--- src/rtl/regfile_write_sequencer.sv ---
// Write-queue sequencer for a 32x16 level-sensitive register file.
// Buffers writebacks in order, arbitrates reads vs writes, flags RAW hazards.
module regfile_write_sequencer #(
    parameter int DATA_WIDTH = 16,
    parameter int ADDR_WIDTH = 5,
    parameter int DEPTH      = 4
) (
    input  logic                    clk,
    input  logic                    reset,
    input  logic                    wr_valid,
    output logic                    wr_ready,
    input  logic [ADDR_WIDTH-1:0]   wr_addr,
    input  logic [DATA_WIDTH-1:0]   wr_data,
    input  logic                    rd_req,
    input  logic [ADDR_WIDTH-1:0]   rd_addr1,
    input  logic [ADDR_WIDTH-1:0]   rd_addr2,
    output logic                    rd_grant,
    output logic                    rd_hazard,
    output logic                    rd_data_valid,
    output logic                    select,
    output logic [ADDR_WIDTH-1:0]   readAddress1,
    output logic [ADDR_WIDTH-1:0]   readAddress2,
    output logic [ADDR_WIDTH-1:0]   writeAddress,
    output logic [DATA_WIDTH-1:0]   writeData,
    output logic [$clog2(DEPTH):0]  pending_count
);

    localparam int PW = $clog2(DEPTH);
    localparam int CW = PW + 1;

    typedef enum logic [1:0] {IDLE, READ, WRITE} state_t;

    state_t                  state_q, state_d;
    logic                    select_q;
    logic                    rd_valid_q;
    logic [ADDR_WIDTH-1:0]   raddr1_q, raddr2_q;
    logic [ADDR_WIDTH-1:0]   waddr_q;
    logic [DATA_WIDTH-1:0]   wdata_q;
    logic [PW-1:0]           rptr_q, wptr_q;
    logic [CW-1:0]           count_q, count_d;

    logic [ADDR_WIDTH-1:0]   q_addr [DEPTH];
    logic [DATA_WIDTH-1:0]   q_data [DEPTH];

    logic                    full, empty;
    logic                    push, pop;
    logic                    hit;
    logic [PW-1:0]           off;

    assign full     = (count_q == CW'(DEPTH));
    assign empty    = (count_q == '0);
    assign wr_ready = !reset && !full;
    assign push     = wr_valid && wr_ready;

    // An entry is live when its distance from the head is below the count.
    always_comb begin
        hit = 1'b0;
        off = '0;
        for (int i = 0; i < DEPTH; i++) begin
            off = PW'(i) - rptr_q;
            if (({1'b0, off} < count_q) &&
                (q_addr[i] == rd_addr1 ||
                 q_addr[i] == rd_addr2))
                hit = 1'b1;
        end
        if (push && (wr_addr == rd_addr1 ||
                     wr_addr == rd_addr2))
            hit = 1'b1;
    end

    assign rd_hazard = rd_req && hit;
    assign rd_grant  = rd_req && !hit && !full;

    always_comb begin
        state_d = IDLE;
        if (full)
            state_d = WRITE;
        else if (rd_req && !hit)
            state_d = READ;
        else if (!empty)
            state_d = WRITE;
    end

    assign pop     = (state_d == WRITE);
    assign count_d = count_q + CW'(push) - CW'(pop);

    always_ff @(posedge clk or posedge reset) begin
        if (reset) begin
            state_q    <= IDLE;
            select_q   <= 1'b1;
            rd_valid_q <= 1'b0;
            raddr1_q   <= '0;
            raddr2_q   <= '0;
            waddr_q    <= '0;
            wdata_q    <= '0;
            rptr_q     <= '0;
            wptr_q     <= '0;
            count_q    <= '0;
        end else begin
            state_q    <= state_d;
            select_q   <= (state_d != WRITE);
            rd_valid_q <= (state_d == READ);
            count_q    <= count_d;
            if (rd_grant) begin
                raddr1_q <= rd_addr1;
                raddr2_q <= rd_addr2;
            end
            if (pop) begin
                waddr_q <= q_addr[rptr_q];
                wdata_q <= q_data[rptr_q];
                rptr_q  <= rptr_q + PW'(1);
            end
            if (push)
                wptr_q <= wptr_q + PW'(1);
        end
    end

    // Storage needs no reset: liveness comes from the pointers and count.
    always_ff @(posedge clk) begin
        if (push) begin
            q_addr[wptr_q] <= wr_addr;
            q_data[wptr_q] <= wr_data;
        end
    end

    assign rd_data_valid = rd_valid_q;
    assign select        = select_q;
    assign readAddress1  = raddr1_q;
    assign readAddress2  = raddr2_q;
    assign writeAddress  = waddr_q;
    assign writeData     = wdata_q;
    assign pending_count = count_q;

endmodule
--- config.mk ---
export PLATFORM = sky130hd
export DESIGN_NAME = regfile_write_sequencer
export DESIGN_NICKNAME = d
export VERILOG_FILES = /design/src/rtl/regfile_write_sequencer.sv
export SDC_FILE = /design/constraint.sdc
export NUM_CORES = 1
export LEC_CHECK = 0
export ABC_AREA = 1
export CAP_MARGIN = 25
export CORE_MARGIN = 5
export CORE_UTILIZATION = 39
export CTS_CLUSTER_DIAMETER = 200
export CTS_CLUSTER_SIZE = 8
export DETAILED_ROUTE_END_ITERATION = 10
export PLACE_DENSITY = 0.65
export SLEW_MARGIN = 10
export SYNTH_ARGS = -nofsm -noshare
export SYNTH_HDL_FRONTEND = slang
export SYNTH_SLANG_ARGS = --single-unit
--- constraint.sdc ---
create_clock -name clk -period 2.91 [get_ports clk]
set_input_delay 0.291 -clock clk [delete_from_list [all_inputs] [get_ports clk]]
set_output_delay 0.291 -clock clk [all_outputs]
set_load 0.01 [all_outputs]
Figure 1. Clock network drawn from the DEF.
Scale bar: 50 um.
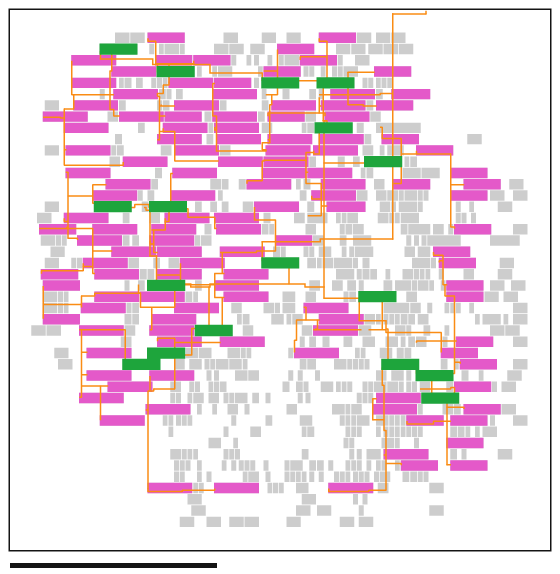
- cells driving clock nets: green (count 17)
- flip-flops: magenta (count 124)
- clock wires: orange (length 1450 um)
- routed clock nets: 18

Figure 2. Track usage over the die.
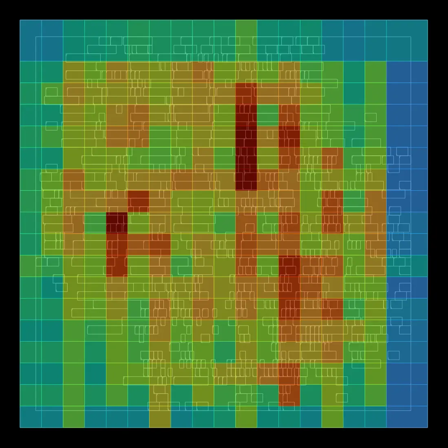
DR WL/cell: 17.0 um
GRT met1 Usage: 24.1%
overall routing resource usage: 17.8%
global routing's busiest layer: met2
Layout Utilization: 51.1%

Figure 3. Routed metal, one color a layer.
Scale bar: 50 um.
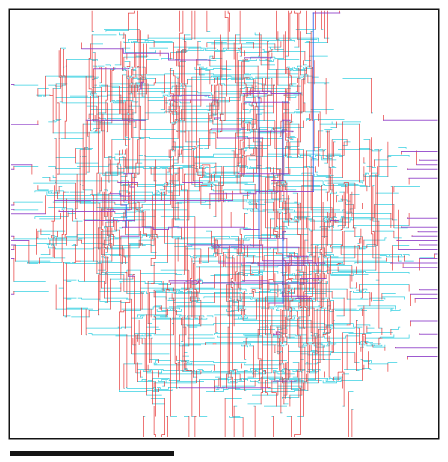
- met2: red (wire length 7080 um)
- met3: purple (wire length 905 um)
- met1: cyan (wire length 6470 um)
- met4: blue (wire length 144 um)

Figure 4. Sequential cells grouped by signal name.
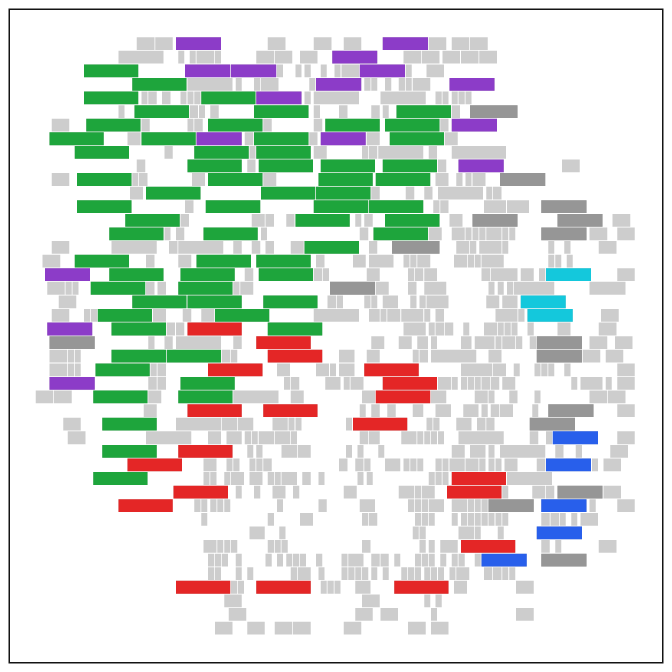
- `pending_count`: cyan (placed flops 3)
- `q_data`: green (placed flops 64)
- `q_addr`: red (placed flops 20)
- `readAddress1`: blue (placed flops 5; where bottom right)
- `writeData`: purple (placed flops 16)

Figure 5. Ports around the boundary.
Pins as bars across the die edge, other pins in gray.
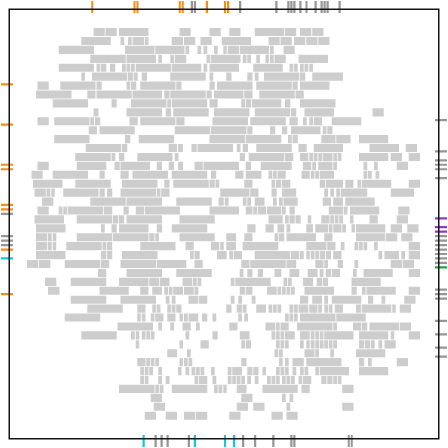
- `reset`: green (pins 1; direction input; edge right)
- `wr_addr`: cyan (pins 5; direction input; edge 4 bottom, 1 left)
- `wr_data`: orange (pins 16; direction input; edge 8 left, 8 top)
- `pending_count`: purple (pins 3; direction output; edge right)

==> reports/qor.txt <==
crit path from: rptr_q[1]$_DFFE_PP0P_
Critical Path AT: 3.04 ns
first-pass GRT wire length: 23.0 mm
Clock power frac: 26.8%
Pleak: 3.15 nW
count of cells resized by post-cts repair: 2
final WL: 14.6 mm
largest area contributor in the netlist: edfxtp_1
Seq. pwr: 2.56 mW
sw power: 2.49 mW
Critical R2R Capture: pending_count[2]$_DFF_PP0_
num ports: 74
Final min period: 2.75 ns
outcome: finished clean
area delta synth->final: 29.7%
Min Hold Slack: 0.336 ns
CP startpoint kind: flop
Rel. slew slack: 60.3%
class of the tightest hold or removal check: in2async
Top cells by area: edfxtp_1 (45%), dfrtp_1 (17%), nand2_1 (11%), nand3_1 (5.7%), a22oi_1 (2.8%)
Placer Congestion: 0.809
most used flip-flop cell: edfxtp_1
Synth Net Count: 602
core area: 0.0144 mm^2
crit end category: flop
DR pass1 iterations: 5
## layout make-up
| type | instances | area share (%) |
|---|---|---|
| Tap cell | 184 | 3.13 |
| Clock inverter | 11 | 1.31 |
| Clock buffer | 21 | 6.13 |
| Timing Repair Buffer | 111 | 14.0 |
| Sequential cell | 124 | 48.0 |
| Multi-Input combinational cell | 355 | 24.8 |
| Inverter | 52 | 2.66 |
## layer usage
metal  vias up  GRT usage (%)  part of all wire [%]
li1       2065              -                     -
met1      2069           24.1                    44
met2       141           28.7                    48
met3        12           4.55                   6.2
met4         0           4.84                  0.99
met5         -              0                     0
## cells by family after synthesis
logic type               synth area share [%]
AND-OR/OR-AND                            5.39
XOR/XNOR                                 3.56
adder cells (fa/ha/maj)                  2.56
buffers and inverters                    5.81
flip-flops                               62.3
AND/OR/NAND/NOR                          20.4
No activity file was given, so power comes from the tool's default toggle rates.
